==> config.mk <==
export PLATFORM = sky130hd
export DESIGN_NAME = mc_control_hs_flat
export DESIGN_NICKNAME = d
export VERILOG_FILES = /design/src/rtl/mc_control_hs_if.sv /design/src/rtl/mc_control_hs.sv /design/src/flat_wrapper.sv
export SDC_FILE = /design/constraint.sdc
export NUM_CORES = 1
export LEC_CHECK = 0
export ABC_AREA = 1
export CAP_MARGIN = 25
export CORE_MARGIN = 10
export CORE_UTILIZATION = 47
export DETAILED_ROUTE_END_ITERATION = 10
export GPL_TIMING_DRIVEN = 0
export PLACE_DENSITY = 0.83
export SLEW_MARGIN = 15
export SYNTH_ARGS = -nofsm -noshare
export SYNTH_HDL_FRONTEND = slang
export SYNTH_SLANG_ARGS = --single-unit
export TNS_END_PERCENT = 5
==> constraint.sdc <==
create_clock -name clk -period 4.57 [get_ports clk]
set_input_delay 1.1425 -clock clk [delete_from_list [all_inputs] [get_ports clk]]
set_output_delay 1.1425 -clock clk [all_outputs]
set_load 0.02 [all_outputs]
==> src/rtl/mc_control_hs_if.sv <==
// Control bundle between the multicycle controller and its datapath.
// master = controller side, slave = datapath side.
interface mc_control_hs_if #(
  parameter int OPW = 6
);
  logic [OPW-1:0] opcode;
  logic           mem_ready;
  logic [1:0]     RegDst;
  logic [1:0]     MemtoReg;
  logic [1:0]     ALUOp;
  logic [1:0]     ALUSrcB;
  logic [1:0]     PCSource;
  logic           ALUSrcA;
  logic           RegWrite;
  logic           MemRead;
  logic           MemWrite;
  logic           Branch;
  logic           PCWrite;
  logic           IorD;
  logic           IRWrite;
  logic           Cond;
  logic [3:0]     state;
  logic           trap;
  logic           timeout;

  modport master (
    input  opcode, mem_ready,
    output RegDst, MemtoReg, ALUOp, ALUSrcB, PCSource,
    output ALUSrcA, RegWrite, MemRead, MemWrite, Branch,
    output PCWrite, IorD, IRWrite, Cond,
    output state, trap, timeout
  );

  modport slave (
    output opcode, mem_ready,
    input  RegDst, MemtoReg, ALUOp, ALUSrcB, PCSource,
    input  ALUSrcA, RegWrite, MemRead, MemWrite, Branch,
    input  PCWrite, IorD, IRWrite, Cond,
    input  state, trap, timeout
  );
endinterface

==> src/rtl/mc_control_hs.sv <==
// Multicycle MIPS-style controller with memory handshake,
// wait-cycle timeout and trap state.
module mc_control_hs #(
  parameter int OPW             = 6,
  parameter int WAIT_MAX        = 15,
  parameter bit TRAP_ON_ILLEGAL = 1'b1
) (
  input logic            clk,
  input logic            rst,
  mc_control_hs_if.master bus
);

  typedef enum logic [3:0] {
    IFETCH = 4'd0,
    ID     = 4'd1,
    EX_R   = 4'd2,
    WB_R   = 4'd3,
    EX_B   = 4'd4,
    EX_I   = 4'd5,
    MEM_WR = 4'd6,
    MEM_RD = 4'd7,
    MDRTOR = 4'd8,
    JUMP   = 4'd9,
    TRAP   = 4'd15
  } state_t;

  state_t     st_q, st_n;
  logic [7:0] wcnt;
  logic       tmo;

  logic [5:0] op;
  logic       op_ok;
  logic       is_r, is_b, is_i, is_j;
  logic       is_lw, is_sw, is_log, is_jal;

  assign op    = bus.opcode[5:0];
  assign op_ok = (bus.opcode >> 6) == '0;

  assign is_r   = op_ok && (op == 6'h00);
  assign is_b   = op_ok && (op == 6'h04 || op == 6'h05);
  assign is_log = op_ok && (op == 6'h0C || op == 6'h0D);
  assign is_lw  = op_ok && (op == 6'h23);
  assign is_sw  = op_ok && (op == 6'h2B);
  assign is_i   = (op_ok && op == 6'h08) || is_log || is_lw || is_sw;
  assign is_jal = op_ok && (op == 6'h03);
  assign is_j   = (op_ok && op == 6'h02) || is_jal;

  // Only the three memory-facing states ever wait on mem_ready.
  logic waiting, stall, over;
  assign waiting = (st_q == IFETCH) || (st_q == MEM_RD) ||
                   (st_q == MEM_WR);
  assign stall   = waiting && !bus.mem_ready;
  assign over    = stall && (({1'b0, wcnt} + 9'd1) > 9'(WAIT_MAX));

  always_ff @(posedge clk or posedge rst) begin
    if (rst) begin
      st_q <= IFETCH;
      wcnt <= 8'd0;
      tmo  <= 1'b0;
    end else begin
      st_q <= st_n;
      wcnt <= (stall && !over) ? wcnt + 8'd1 : 8'd0;
      if (over)
        tmo <= 1'b1;
    end
  end

  always_comb begin
    st_n         = st_q;
    bus.RegDst   = 2'd0;
    bus.MemtoReg = 2'd0;
    bus.ALUOp    = 2'd0;
    bus.ALUSrcB  = 2'd0;
    bus.PCSource = 2'd0;
    bus.ALUSrcA  = 1'b0;
    bus.RegWrite = 1'b0;
    bus.MemRead  = 1'b0;
    bus.MemWrite = 1'b0;
    bus.Branch   = 1'b0;
    bus.PCWrite  = 1'b0;
    bus.IorD     = 1'b0;
    bus.IRWrite  = 1'b0;
    bus.Cond     = 1'b0;
    unique case (st_q)
      IFETCH: begin
        bus.MemRead = 1'b1;
        bus.ALUSrcB = 2'd1;
        bus.IRWrite = bus.mem_ready;
        bus.PCWrite = bus.mem_ready;
        if (bus.mem_ready)
          st_n = ID;
        else if (over)
          st_n = TRAP;
      end
      ID: begin
        if (is_b)
          bus.ALUSrcB = 2'd3;
        unique case (1'b1)
          is_r:    st_n = EX_R;
          is_b:    st_n = EX_B;
          is_i:    st_n = EX_I;
          is_j:    st_n = JUMP;
          default: st_n = TRAP_ON_ILLEGAL ? TRAP : IFETCH;
        endcase
      end
      EX_R: begin
        bus.ALUSrcA = 1'b1;
        bus.ALUOp   = 2'd2;
        st_n        = WB_R;
      end
      WB_R: begin
        bus.RegWrite = 1'b1;
        bus.RegDst   = is_r ? 2'd1 : 2'd0;
        st_n         = IFETCH;
      end
      EX_B: begin
        bus.ALUSrcA  = 1'b1;
        bus.ALUOp    = 2'd1;
        bus.Branch   = 1'b1;
        bus.Cond     = op[0];
        bus.PCSource = 2'd1;
        st_n         = IFETCH;
      end
      EX_I: begin
        bus.ALUSrcA = 1'b1;
        bus.ALUSrcB = 2'd2;
        bus.ALUOp   = is_log ? 2'd3 : 2'd0;
        if (is_lw)
          st_n = MEM_RD;
        else if (is_sw)
          st_n = MEM_WR;
        else
          st_n = WB_R;
      end
      MEM_WR: begin
        bus.MemWrite = 1'b1;
        bus.IorD     = 1'b1;
        if (bus.mem_ready)
          st_n = IFETCH;
        else if (over)
          st_n = TRAP;
      end
      MEM_RD: begin
        bus.MemRead = 1'b1;
        bus.IorD    = 1'b1;
        if (bus.mem_ready)
          st_n = MDRTOR;
        else if (over)
          st_n = TRAP;
      end
      MDRTOR: begin
        bus.RegWrite = 1'b1;
        bus.MemtoReg = 2'd1;
        st_n         = IFETCH;
      end
      JUMP: begin
        bus.PCWrite  = 1'b1;
        bus.PCSource = 2'd2;
        if (is_jal) begin
          bus.RegWrite = 1'b1;
          bus.RegDst   = 2'd2;
          bus.MemtoReg = 2'd2;
        end
        st_n = IFETCH;
      end
      TRAP:    st_n = TRAP;
      default: st_n = TRAP;
    endcase
  end

  assign bus.state   = st_q;
  assign bus.trap    = (st_q == TRAP);
  assign bus.timeout = tmo;

endmodule

==> src/flat_wrapper.sv <==
// flat-port wrapper written by rule: the top's interface ports become plain ports
module mc_control_hs_flat 
#(
  parameter int OPW             = 6,
  parameter int WAIT_MAX        = 15,
  parameter bit TRAP_ON_ILLEGAL = 1'b1
)
  (clk, rst, bus_opcode, bus_mem_ready, bus_RegDst, bus_MemtoReg, bus_ALUOp, bus_ALUSrcB, bus_PCSource, bus_ALUSrcA, bus_RegWrite, bus_MemRead, bus_MemWrite, bus_Branch, bus_PCWrite, bus_IorD, bus_IRWrite, bus_Cond, bus_state, bus_trap, bus_timeout);
  mc_control_hs_if #(.OPW(OPW)) bus_i ();
  input logic clk;
  input logic rst;
  input wire logic [$bits(bus_i.opcode)-1:0] bus_opcode;
  input wire logic [$bits(bus_i.mem_ready)-1:0] bus_mem_ready;
  output wire logic [$bits(bus_i.RegDst)-1:0] bus_RegDst;
  output wire logic [$bits(bus_i.MemtoReg)-1:0] bus_MemtoReg;
  output wire logic [$bits(bus_i.ALUOp)-1:0] bus_ALUOp;
  output wire logic [$bits(bus_i.ALUSrcB)-1:0] bus_ALUSrcB;
  output wire logic [$bits(bus_i.PCSource)-1:0] bus_PCSource;
  output wire logic [$bits(bus_i.ALUSrcA)-1:0] bus_ALUSrcA;
  output wire logic [$bits(bus_i.RegWrite)-1:0] bus_RegWrite;
  output wire logic [$bits(bus_i.MemRead)-1:0] bus_MemRead;
  output wire logic [$bits(bus_i.MemWrite)-1:0] bus_MemWrite;
  output wire logic [$bits(bus_i.Branch)-1:0] bus_Branch;
  output wire logic [$bits(bus_i.PCWrite)-1:0] bus_PCWrite;
  output wire logic [$bits(bus_i.IorD)-1:0] bus_IorD;
  output wire logic [$bits(bus_i.IRWrite)-1:0] bus_IRWrite;
  output wire logic [$bits(bus_i.Cond)-1:0] bus_Cond;
  output wire logic [$bits(bus_i.state)-1:0] bus_state;
  output wire logic [$bits(bus_i.trap)-1:0] bus_trap;
  output wire logic [$bits(bus_i.timeout)-1:0] bus_timeout;
  assign bus_i.opcode = bus_opcode;
  assign bus_i.mem_ready = bus_mem_ready;
  assign bus_RegDst = bus_i.RegDst;
  assign bus_MemtoReg = bus_i.MemtoReg;
  assign bus_ALUOp = bus_i.ALUOp;
  assign bus_ALUSrcB = bus_i.ALUSrcB;
  assign bus_PCSource = bus_i.PCSource;
  assign bus_ALUSrcA = bus_i.ALUSrcA;
  assign bus_RegWrite = bus_i.RegWrite;
  assign bus_MemRead = bus_i.MemRead;
  assign bus_MemWrite = bus_i.MemWrite;
  assign bus_Branch = bus_i.Branch;
  assign bus_PCWrite = bus_i.PCWrite;
  assign bus_IorD = bus_i.IorD;
  assign bus_IRWrite = bus_i.IRWrite;
  assign bus_Cond = bus_i.Cond;
  assign bus_state = bus_i.state;
  assign bus_trap = bus_i.trap;
  assign bus_timeout = bus_i.timeout;
  mc_control_hs #(.OPW(OPW), .WAIT_MAX(WAIT_MAX), .TRAP_ON_ILLEGAL(TRAP_ON_ILLEGAL)) u_core (.clk(clk), .rst(rst), .bus(bus_i));
endmodule
Fig. 1: met1 routing
The bar under the picture is 20 um long. Supply wires on this layer in grey.
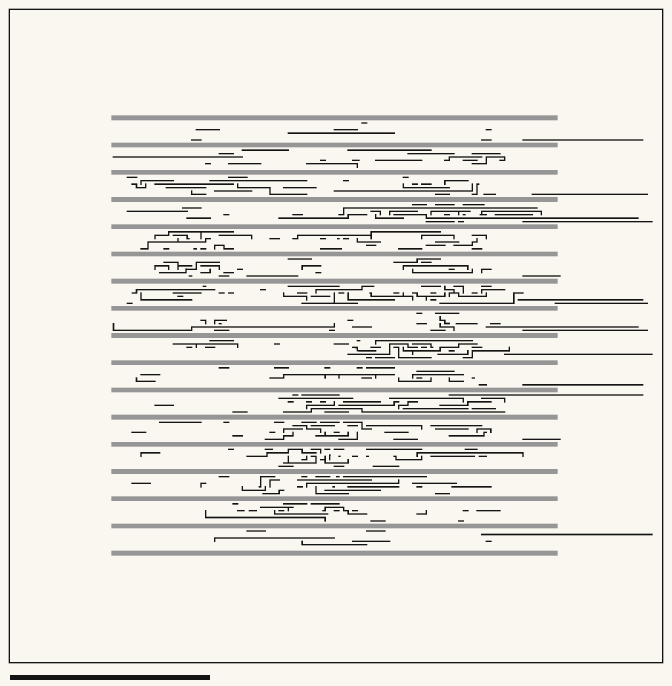
main direction = horizontal
wire length on this layer = 1,080 um
nets with wire on the layer = 180
GRT met1 Usage: 13.7%
final WL: 2550 um

Fig. 2: signal wires on met2
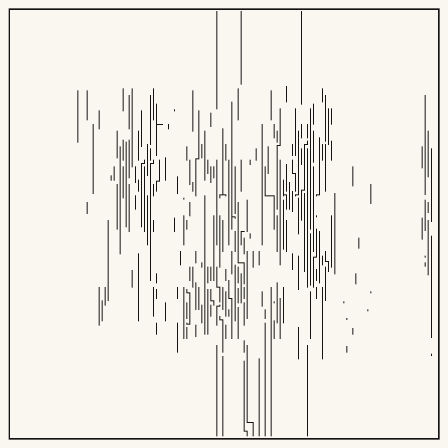
share of all routed wire = 48%
wire length on this layer = 1,240 um

Fig. 3: metal 3
The bar under the picture is 20 um long.
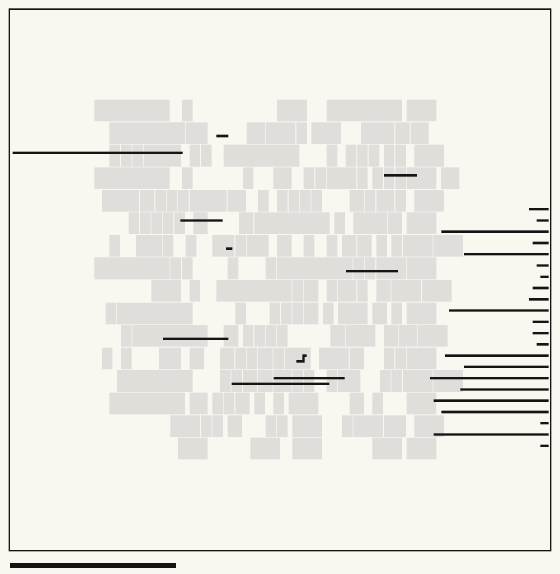
main direction = horizontal
wire length on this layer = 202 um
nets with wire on the layer = 29

==> out/qor.csv <==
stage;metric;value;unit
run_status;outcome;finished clean;
power;worst vdd ir;179;uV
synthesis;post-synth area from yosys stat;960;um2
global_route;gr ovfl total;0;
cells_and_area;nets@finish;199;
global_route;vias in the first global route;961;
route;DRC viols;0;
clocking;clk buf depth;2;
synthesis;EDFF count, synth;0;
power;Static Leakage;0.000689;uW
clocking;clock slew at reported path FFs;0.08;ns
timing;Final Hold Vio Count;0;
synthesis;Avg Inst Size Synth;6.53;um2
synthesis;Syn Inst Count;147;
synthesis;YS warnings;0;
floorplan;die span in x;65.2;um
clocking;post-CTS sizing;0;
synthesis;# Cells Yosys;147;
clocking;root buf cell;clkbuf_4;
synthesis;Commonest flop;dfrtp_1;
synthesis;Top cells by area;dfrtp_1 34%, nand2_1 13%, nor2_1 9.8%;
power;Comb pwr share;9.9;%
power;switching power of the nets;49.2;uW
synthesis;Synth Area in Simple Gates;44.6;%
clocking;Hold-fix buffers, CTS;0;
place;final RePlAce weighted congestion;0.850;
synthesis;Post-synth top cells;33 x nand2_1, 25 x nor2_1, 24 x inv_1, 13 x dfrtp_1, 10 x nand3_1;
floorplan;Core Util at FP;49.4;%
synthesis;Max-area cell share;33.9;%
setup_path;Buf/Inv on CP;3;
power;Switching Share;23.6;%
cells_and_area;Most flops, register;u_core.wcnt;
setup_path;worst-path cell chain;clkdlybuf4s50_1 > nor2_1 > nand3_1 > nand3b_1 > inv_1 > nor2_1 > o21ai_1 > clkdlybuf4s50_1;
floorplan;IO Pins;34;
route;drt wl/cell;11.9;um
setup_path;delay-heaviest family, CP;buffers and inverters;
synthesis;cell taking the most area after synthesis;dfrtp_1;
Fig. 4: clock nets
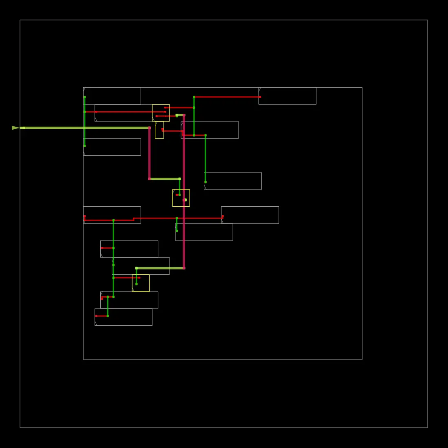
CTS Sinks: 13
clock group power: 70.7 uW
clock buffers: 4
CTS Buf Count: 3

Fig. 5: gate families picked out
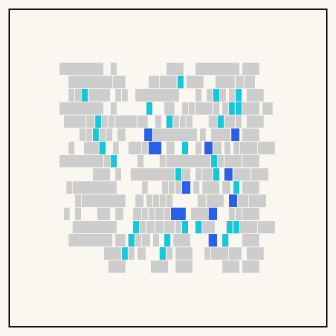
aoi and oai cells -> blue  # cells 10, most used o21ai_0
inv cells -> cyan  # cells 28, most used inv_1
combinational fraction of the cell area: 39.2%
Post-Layout Cell Count: 214

## path summary, 6_finish.rpt
kind | from | to | slack (ns)
setup reg to reg | u_core.wcnt[0]$_DFF_PP0_ | u_core.bus.timeout$_DFFE_PP0P_ | 2.97
hold / removal | u_core.bus.timeout$_DFFE_PP0P_ | u_core.bus.timeout$_DFFE_PP0P_ | 0.47
min in group asynchronous | rst | u_core.bus.state[0]$_DFF_PP0_ | 1.18
setup / recovery | bus_opcode[2] | bus_RegWrite | 0.46
max in group asynchronous | rst | u_core.wcnt[7]$_DFF_PP0_ | 3.07
hold reg to reg | u_core.bus.timeout$_DFFE_PP0P_ | u_core.bus.timeout$_DFFE_PP0P_ | 0.47
## area by class of cell
| class | instances | area [um2] | share of cell area [%] |
|---|---|---|---|
| multi-input combinational | 108 | 533 | 39.2 |
| tap | 27 | 33.8 | 2.48 |
| buffer | 1 | 7.51 | 0.551 |
| sequential | 13 | 325 | 23.9 |
| timing repair buffer | 33 | 330 | 24.3 |
| clock buffer | 4 | 26.3 | 1.93 |
| inverter | 28 | 105 | 7.72 |
## per-stage QoR
stage	worst slack [ns]	hold slack, ns	instance area (um2)	utilization (%)	cells
after floorplan	1.33	0.489	971	-	150
after global placement	0.476	0.451	1340	68.8	210
after detailed placement	0.464	0.458	1340	68.8	210
after CTS	0.467	0.476	1360	70.1	214
after global routing	0.322	0.521	1360	70.1	214
final	0.458	0.471	1360	70.1	214
## routing by layer
| layer | share of wire, % | track usage [%] | vias up |
|---|---|---|---|
| li1 | - | - | 532 |
| met1 | 42 | 13.7 | 464 |
| met2 | 48 | 21.6 | 37 |
| met3 | 7.9 | 3.73 | 5 |
| met4 | 1.3 | 4.01 | 0 |
| met5 | 0 | 0 | - |
No activity file was given, so power comes from the tool's default toggle rates.
